===== config.mk =====
export PLATFORM = sky130hd
export DESIGN_NAME = led_status_arbiter
export DESIGN_NICKNAME = d
export VERILOG_FILES = /design/src/rtl/led_status_arbiter.sv
export SDC_FILE = /design/constraint.sdc
export NUM_CORES = 1
export LEC_CHECK = 0
export CAP_MARGIN = 20
export CORE_MARGIN = 4
export CORE_UTILIZATION = 30
export DETAILED_ROUTE_END_ITERATION = 12
export PLACE_DENSITY = 0.55
export SYNTH_ARGS = -nofsm -noshare
export SYNTH_HDL_FRONTEND = slang
export SYNTH_SLANG_ARGS = --single-unit

===== constraint.sdc =====
create_clock -name clk -period 4.45 [get_ports clk]
set_clock_uncertainty 0.1 [all_clocks]
set_input_delay 0.445 -clock clk [delete_from_list [all_inputs] [get_ports clk]]
set_output_delay 0.445 -clock clk [all_outputs]
set_load 0.02 [all_outputs]

===== src/rtl/led_status_arbiter.sv =====
// ----------------------------------------------------------------------------
// led_status_arbiter : shares one status LED among four blink-code requesters
// Avalon-MM register slave, fixed-priority or round-robin arbitration.
// Revision 1.0
// ----------------------------------------------------------------------------
`default_nettype none

module led_status_arbiter #(
   parameter logic [31:0] DEF_HALF = 32'd24_999_999,
   parameter logic [31:0] DEF_GAP  = 32'd49_999_999
) (
   input  logic        clk,
   input  logic        reset,
   input  logic [7:0]  address,
   output logic [31:0] readdata,
   input  logic        read,
   input  logic [31:0] writedata,
   input  logic        write,
   input  logic [3:0]  req,
   output logic [3:0]  grant,
   output logic        busy,
   output logic        led
);

   typedef enum logic [1:0] {
      S_IDLE = 2'd0,
      S_ON   = 2'd1,
      S_OFF  = 2'd2,
      S_GAP  = 2'd3
   } state_t;

   state_t      state_q, state_d;
   logic [1:0]  ctrl_q, ctrl_d;
   logic [31:0] half_q, half_d;
   logic [31:0] gap_q, gap_d;
   logic [15:0] counts_q, counts_d;
   logic [31:0] tick_q, tick_d;
   logic [3:0]  grant_q, grant_d;
   logic [3:0]  rem_q, rem_d;
   logic [1:0]  idx_q, idx_d;
   logic [1:0]  last_q, last_d;
   logic        led_q, led_d;
   logic [31:0] readdata_q, readdata_d;

   logic [3:0]  eligible;
   logic [1:0]  search_base;
   logic [1:0]  cand;
   logic [1:0]  winner;
   logic        found;
   logic        abort;

   always_comb begin
      for (int i = 0; i < 4; i++) begin
         eligible[i] = req[i] & (counts_q[4*i +: 4] != 4'd0) & ctrl_q[0];
      end
   end

   // Round-robin starts one past the last completed grant; fixed priority from 0.
   always_comb begin
      winner      = 2'd0;
      found       = 1'b0;
      cand        = 2'd0;
      search_base = ctrl_q[1] ? (last_q + 2'd1) : 2'd0;
      for (int k = 0; k < 4; k++) begin
         cand = search_base + k[1:0];
         if (!found && eligible[cand]) begin
            winner = cand;
            found  = 1'b1;
         end
      end
   end

   assign abort = write && (address == 8'd0) && !writedata[0];

   always_comb begin
      ctrl_d   = ctrl_q;
      half_d   = half_q;
      gap_d    = gap_q;
      counts_d = counts_q;
      if (write) begin
         case (address)
            8'd0:    ctrl_d   = writedata[1:0];
            8'd1:    half_d   = writedata;
            8'd2:    gap_d    = writedata;
            8'd3:    counts_d = writedata[15:0];
            default: ;
         endcase
      end
   end

   always_comb begin
      readdata_d = readdata_q;
      if (read && !write) begin
         case (address)
            8'd0:    readdata_d = {30'd0, ctrl_q};
            8'd1:    readdata_d = half_q;
            8'd2:    readdata_d = gap_q;
            8'd3:    readdata_d = {16'd0, counts_q};
            8'd4:    readdata_d = {20'd0, rem_q, 1'b0, state_q, (state_q != S_IDLE), grant_q};
            default: readdata_d = 32'd0;
         endcase
      end
   end

   always_comb begin
      state_d = state_q;
      tick_d  = tick_q;
      grant_d = grant_q;
      rem_d   = rem_q;
      idx_d   = idx_q;
      last_d  = last_q;
      case (state_q)
         S_IDLE: begin
            if (found) begin
               grant_d = 4'b0001 << winner;
               idx_d   = winner;
               rem_d   = counts_q[{winner, 2'b00} +: 4];
               tick_d  = 32'd0;
               state_d = S_ON;
            end
         end
         S_ON: begin
            if (tick_q >= half_q) begin
               tick_d  = 32'd0;
               rem_d   = rem_q - 4'd1;
               state_d = S_OFF;
            end else begin
               tick_d = tick_q + 32'd1;
            end
         end
         S_OFF: begin
            if (tick_q >= half_q) begin
               tick_d  = 32'd0;
               state_d = (rem_q != 4'd0) ? S_ON : S_GAP;
            end else begin
               tick_d = tick_q + 32'd1;
            end
         end
         S_GAP: begin
            if (tick_q >= gap_q) begin
               tick_d  = 32'd0;
               grant_d = 4'd0;
               last_d  = idx_q;
               state_d = S_IDLE;
            end else begin
               tick_d = tick_q + 32'd1;
            end
         end
         default: state_d = S_IDLE;
      endcase
      // Disabling aborts at once and leaves the round-robin pointer untouched.
      if (abort) begin
         state_d = S_IDLE;
         tick_d  = 32'd0;
         grant_d = 4'd0;
         rem_d   = 4'd0;
         last_d  = last_q;
      end
      led_d = (state_d == S_ON);
   end

   always_ff @(posedge clk or posedge reset) begin
      if (reset) begin
         state_q    <= S_IDLE;
         ctrl_q     <= 2'd0;
         half_q     <= DEF_HALF;
         gap_q      <= DEF_GAP;
         counts_q   <= 16'd0;
         tick_q     <= 32'd0;
         grant_q    <= 4'd0;
         rem_q      <= 4'd0;
         idx_q      <= 2'd0;
         last_q     <= 2'd3;
         led_q      <= 1'b0;
         readdata_q <= 32'd0;
      end else begin
         state_q    <= state_d;
         ctrl_q     <= ctrl_d;
         half_q     <= half_d;
         gap_q      <= gap_d;
         counts_q   <= counts_d;
         tick_q     <= tick_d;
         grant_q    <= grant_d;
         rem_q      <= rem_d;
         idx_q      <= idx_d;
         last_q     <= last_d;
         led_q      <= led_d;
         readdata_q <= readdata_d;
      end
   end

   assign readdata = readdata_q;
   assign grant    = grant_q;
   assign busy     = (state_q != S_IDLE);
   assign led      = led_q;

endmodule

`default_nettype wire


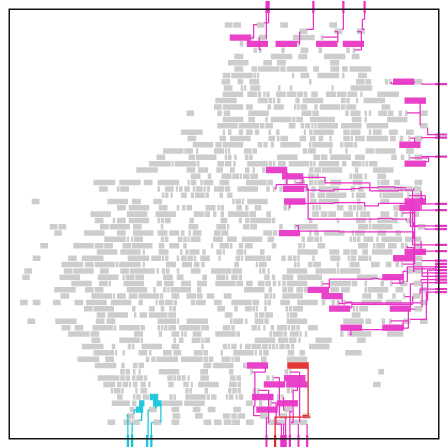
**Above:** run 1 (nets reached from selected ports).
Key: red = `led` [bits 1, direction output, end cells 1, buffers 1, wire 46.9 um]; magenta = `readdata` [bits 32, direction output, end cells 32, buffers 32, wire 1160 um]; cyan = `req` [bits 4, direction input, end cells 5, buffers 4, wire 63.1 um]
Ports: 86
port bufs: 85

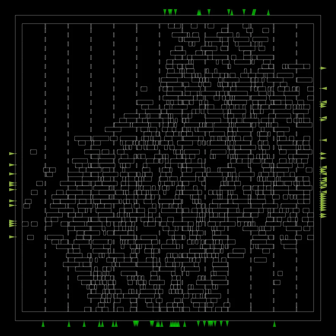
**Above:** run 1 (placement view).
Core Box Area: 0.0307 mm^2
flop count: 161
flop share of the area: 36.0%
Cell Rows: 64

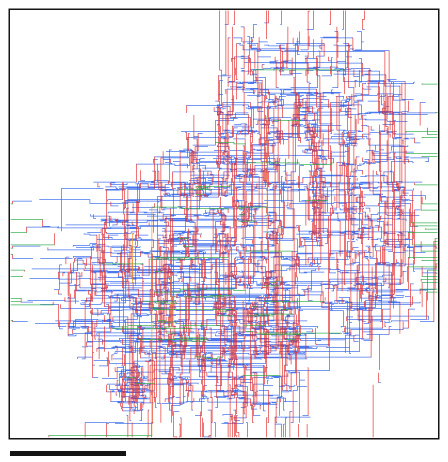
**Above:** run 1 (routed metal, one color a layer).
The bar under the picture is 50 um long.
Key: green = metal 3 [wire length 1090 um]; orange = metal 4 [wire length 355 um]; blue = metal 1 [wire length 12500 um]; red = metal 2 [wire length 11700 um]
total global routing track utilization: 15.3%
via count: 7370

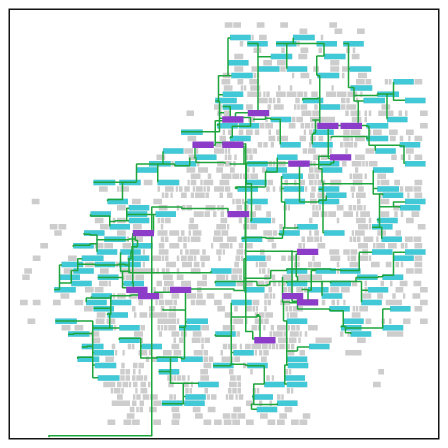
**Above:** run 1 (clock wires, drivers and flops).
Key: cyan = flip-flops [count 161]; green = clock wires [length 2390 um]; purple = clock drivers [count 17]
There are 18 routed clock nets. Position of the flops: all over the die.
Clock power frac: 39.4%
Power Clock: 1.56 mW

==> results.sh, run 1 <==
# source this file to load flow results
export IMPL_ant_nets=0
export IMPL_dp_cells=1379
export IMPL_ys_seq_share_pct=43.6
export IMPL_top_usage_layer="met2"
export IMPL_insertion_delay_ns=0.43
export IMPL_synthAdderAreaFrac_pct=9.63
export IMPL_slowest_delay_ns=0.54
export IMPL_post_dp_cell_area_mm2=0.0107
export IMPL_grt_pass1_vias=7164
export IMPL_logic_family="AND-OR/OR-AND gates"
export IMPL_hold_worst_slack_ns=0.188
export IMPL_maxCapViolCount=0
export IMPL_post_synth_top_count_cell="dfrtp_1"
export IMPL_syn_instance_count=924
export IMPL_tns_ns=0
export IMPL_synth_cell_types=67
export IMPL_topRoutingLayerUsed="met4"
export IMPL_overflow=0
export IMPL_synth_warnings=0
export IMPL_fin_area_mm2=0.0113
export IMPL_clk_path_buf_depth=2
export IMPL_power_mw=3.97
export IMPL_warnings=31
export IMPL_clk_pin_slew_ns=0.07
export IMPL_worst_ep_arrival_time_ns=3.83
export IMPL_finalCritPeriodShare_pct=80.1
export IMPL_top_cell_area_share_pct=33.2
export IMPL_syn_area_per_cell_um2=10.1
export IMPL_utilization_pct=36.9
export IMPL_setup_worst_path_start="half_q[13]"
export IMPL_power_density_mw_per_mm2=350
export IMPL_top_cells_by_count="dfrtp_1, nand2_1, mux2_2, inv_1, ha_1"
export IMPL_dpl_hpwl_mm=19.3
export IMPL_dr_pass1_iters=5
export IMPL_simple_gate_area_share_pct=13.2
export IMPL_setup_violations=0
export IMPL_ys_ff=161
export IMPL_max_slew_margin_pct=35.6
export IMPL_ys_top_cells_by_area="dfrtp_1, mux2_2, dfstp_2"
export IMPL_r2r_cells=12
export IMPL_grt_max_degree=54
export IMPL_timing_final_ws_setup_ns=0.887
export IMPL_reg2reg_slack_ns=0.89
export IMPL_rsz0062_at_grt="false"
export IMPL_outcome="finished, final reports clean"
==> run 1: power by group <==
| group | internal (mW) | switching (mW) |
|---|---|---|
| Combinational | 0.316 | 0.443 |
| Clock | 0.921 | 0.643 |
| Sequential | 1.55 | 0.0928 |
| Total | 2.79 | 1.18 |
==> run 1: final cells by class <==
class                   count  area [um^2]  share of cell area [%]
well taps                 396          495                    4.38
inverters                  79          300                    2.65
clock buffers              21          460                    4.07
repair buffers             97          991                    8.75
flip-flops and latches    161         4080                    36.0
clock inverters            11          154                    1.36
multi-input cells         647         4850                    42.8
**Run 1: ports around the boundary**

Pins as bars across the die edge, other pins in gray.
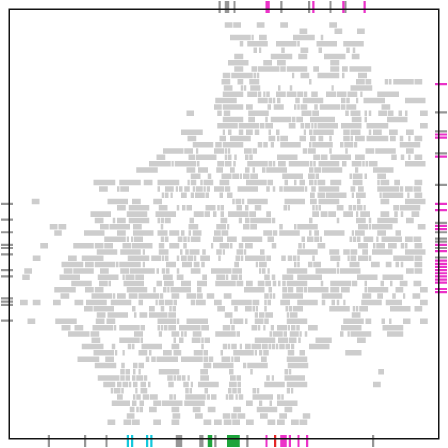

==> run 2: changes to the inputs <==
--- a/config.mk
+++ b/config.mk
@@ -9,7 +9,7 @@
 export CORE_MARGIN = 4
 export CORE_UTILIZATION = 30
 export DETAILED_ROUTE_END_ITERATION = 12
-export PLACE_DENSITY = 0.55
+export PLACE_DENSITY = 0.53
 export SYNTH_ARGS = -nofsm -noshare
 export SYNTH_HDL_FRONTEND = slang
 export SYNTH_SLANG_ARGS = --single-unit
==> constraint.sdc (replaced) <==
create_clock -name clk -period 3.4 [get_ports clk]
set_clock_uncertainty 0.1 [all_clocks]
set_input_delay 0.34 -clock clk [delete_from_list [all_inputs] [get_ports clk]]
set_output_delay 0.34 -clock clk [all_outputs]
set_load 0.02 [all_outputs]
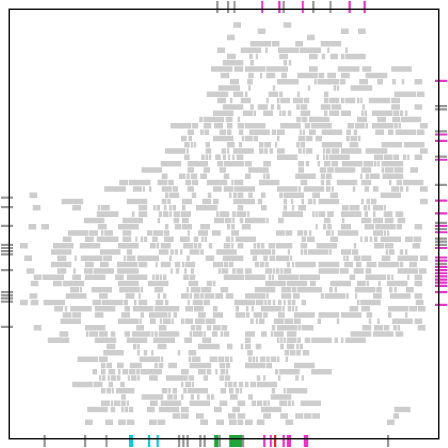
**Above:** run 2 (ports around the boundary).
Pins as bars across the die edge, other pins in gray.
Key: green = `address` [pins 8, direction input, edge south]; red = `led` [pins 1, direction output, edge south]; magenta = `readdata` [pins 32, direction output, edge 20 east, 7 south, 5 north]; cyan = `req` [pins 4, direction input, edge south]
Die X: 185 um
DIE HEIGHT: 185 um

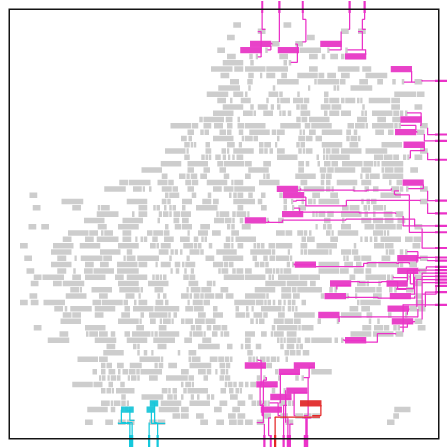
**Above:** run 2 (nets reached from selected ports).
Key: red = `led` [bits 1, direction output, end cells 1, buffers 1, wire 36.1 um]; cyan = `req` [bits 4, direction input, end cells 5, buffers 4, wire 69.9 um]; magenta = `readdata` [bits 32, direction output, end cells 32, buffers 32, wire 1120 um]

==> run 2 against run 1 <==
Against the previous run: critical path depth down 2; via count rose by 0.22%; non-clock buffer count rose by 23; combinational power increased by 39%; maximum frequency grew 9.6%; wire length grew 4.2%; sequential power rose by about 30%; final cell count up 1.6%; critical path type unchanged; critical endpoint is now led; largest cell class unchanged.
==> results.sh, run 2 <==
# source this file to load flow results
export IMPL_outcome="finished, final reports clean"
export IMPL_clk_pin_slew_ns=0.07
export IMPL_ys_top_cells_by_area="dfrtp_1, mux2_2, dfstp_2"
export IMPL_ys_seq_share_pct=43.6
export IMPL_post_synth_top_count_cell="dfrtp_1"
export IMPL_power_mw=5.18
export IMPL_ios=86
export IMPL_p_int_mw=3.57
export IMPL_logic_family="AND-OR/OR-AND gates"
export IMPL_setup_violations=0
export IMPL_synth_cell_types=67
export IMPL_grt_max_degree=162
export IMPL_rsz0062_at_grt="true"
export IMPL_hold_worst_slack_ns=0.378
export IMPL_dp_cells=1403
export IMPL_core_area_mm2=0.0307
export IMPL_max_slew_margin_pct=39.6
export IMPL_timing_final_ws_setup_ns=0.149
export IMPL_pg_seq_mw=2.15
export IMPL_finalCritPeriodShare_pct=95.6
export IMPL_seq_power_share_pct=41.5
export IMPL_grt_usage_pct=16.0
export IMPL_slowest_delay_ns=0.56
export IMPL_maxPowerGroup="sequential cells"
export IMPL_overflow=0
export IMPL_tns_ns=0
export IMPL_grt_pass1_vias=7229
[run 2: metal layers]
metal	track usage, %	part of all wire [%]
met5	0	0
met4	3.22	0.72
met3	2.62	4.1
met2	25.0	46
met1	23.6	49
[run 2: what timing repair did]
action	CTS	global route
gates resized	0	3
hold buffers	0	0
endpoints found under the setup margin	0	7
setup buffers	0	0
[run 2: final cells by class]
| cell class | instances | area [um^2] |
|---|---|---|
| fillers | 3091 | 19200 |
| multi-input cells | 647 | 4860 |
| flip-flops and latches | 161 | 4080 |
| repair buffers | 120 | 1140 |
| well taps | 396 | 495 |
| clock buffers | 19 | 433 |
| inverters | 79 | 300 |
| clock inverters | 13 | 151 |
==> run 3: changes to the inputs <==
--- a/config.mk
+++ b/config.mk
@@ -5,10 +5,11 @@
 export SDC_FILE = /design/constraint.sdc
 export NUM_CORES = 1
 export LEC_CHECK = 0
-export CAP_MARGIN = 20
+export CAP_MARGIN = 15
 export CORE_MARGIN = 4
 export CORE_UTILIZATION = 30
 export DETAILED_ROUTE_END_ITERATION = 12
+export GPL_ROUTABILITY_DRIVEN = 0
 export PLACE_DENSITY = 0.53
 export SYNTH_ARGS = -nofsm -noshare
 export SYNTH_HDL_FRONTEND = slang
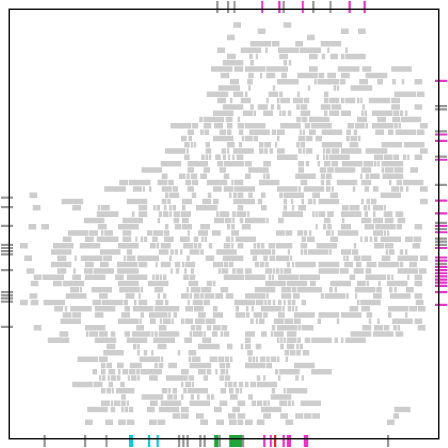
**Above:** run 3 (ports around the boundary).
Pins as bars across the die edge, other pins in gray.
Key: green = `address` [pins 8, direction input, edge south]; red = `led` [pins 1, direction output, edge south]; magenta = `readdata` [pins 32, direction output, edge 20 east, 7 south, 5 north]; cyan = `req` [pins 4, direction input, edge south]
All pins by edge: 31 south, 31 east, 13 west, 11 north.

==> run 3 against run 2 <==
Against the previous run: combinational power hardly changed; core utilization stayed put; count of clock-buffer cells in the layout did not move; clock power is essentially flat; final cell count unchanged; global-route usage did not move; design area did not move; synthesized cell count stayed put; first-iteration DRC count stayed put; sequential cell count stayed put; worst hold slack unchanged; critical path type unchanged; critical endpoint unchanged.
==> results.sh, run 3 <==
# source this file to load flow results
export IMPL_ctsResizeCount=0
export IMPL_grt_usage_pct=16.0
export IMPL_clk_path_buf_depth=2
export IMPL_rows=64
export IMPL_wl_met3_mm=1.10
export IMPL_dr_pass1_iters=5
export IMPL_gr_usage_met2_pct=25.0
export IMPL_top_cell_area_share_pct=33.2
export IMPL_logic_family="AND-OR/OR-AND gates"
export IMPL_ant_nets=0
export IMPL_synth_warnings=0
export IMPL_pwr_share_clk_pct=38.1
export IMPL_maxCapViolCount=0
export IMPL_grt_max_degree=162
export IMPL_p_sw_share_pct=31.1
export IMPL_timing_final_ws_setup_ns=0.149
export IMPL_topRoutingLayerUsed="met4"
export IMPL_simple_gate_area_share_pct=13.2
export IMPL_outcome="finished, final reports clean"
export IMPL_synth_cell_types=67
export IMPL_ios=86
export IMPL_worst_ep_arrival_time_ns=3.46
export IMPL_rsz0062_at_grt="true"
export IMPL_core_area_mm2=0.0307
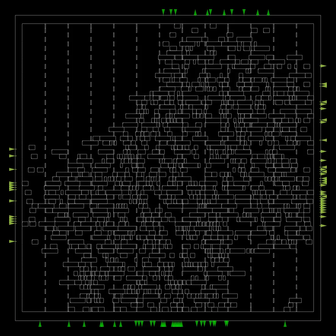
**Above:** run 3 (placement view).
TAP cells: 396
final non-filler cell total: 1435
utilization after layout: 37.3%
flop share of the area: 35.6%

[run 3: cell counts after synthesis]
No cell type changed its count.
[run 3: final cells by class]
| class | count | area, um^2 | share of cell area, % |
|---|---|---|---|
| multi-input combinational | 647 | 4860 | 42.4 |
| sequential | 161 | 4080 | 35.6 |
| timing repair buffer | 120 | 1140 | 9.94 |
| tap | 396 | 495 | 4.33 |
| clock buffer | 19 | 433 | 3.78 |
| inverter | 79 | 300 | 2.62 |
| clock inverter | 13 | 151 | 1.32 |
[run 3: final timing paths]
path	endpoint
worst max-delay path	led
worst min-delay path	readdata[27]
worst max register to register	led
worst min register to register	readdata[27]
max in group asynchronous	gap_q[11]
min in group asynchronous	readdata[29]
Power figures rest on the tool's default switching activity, not on a simulated workload.
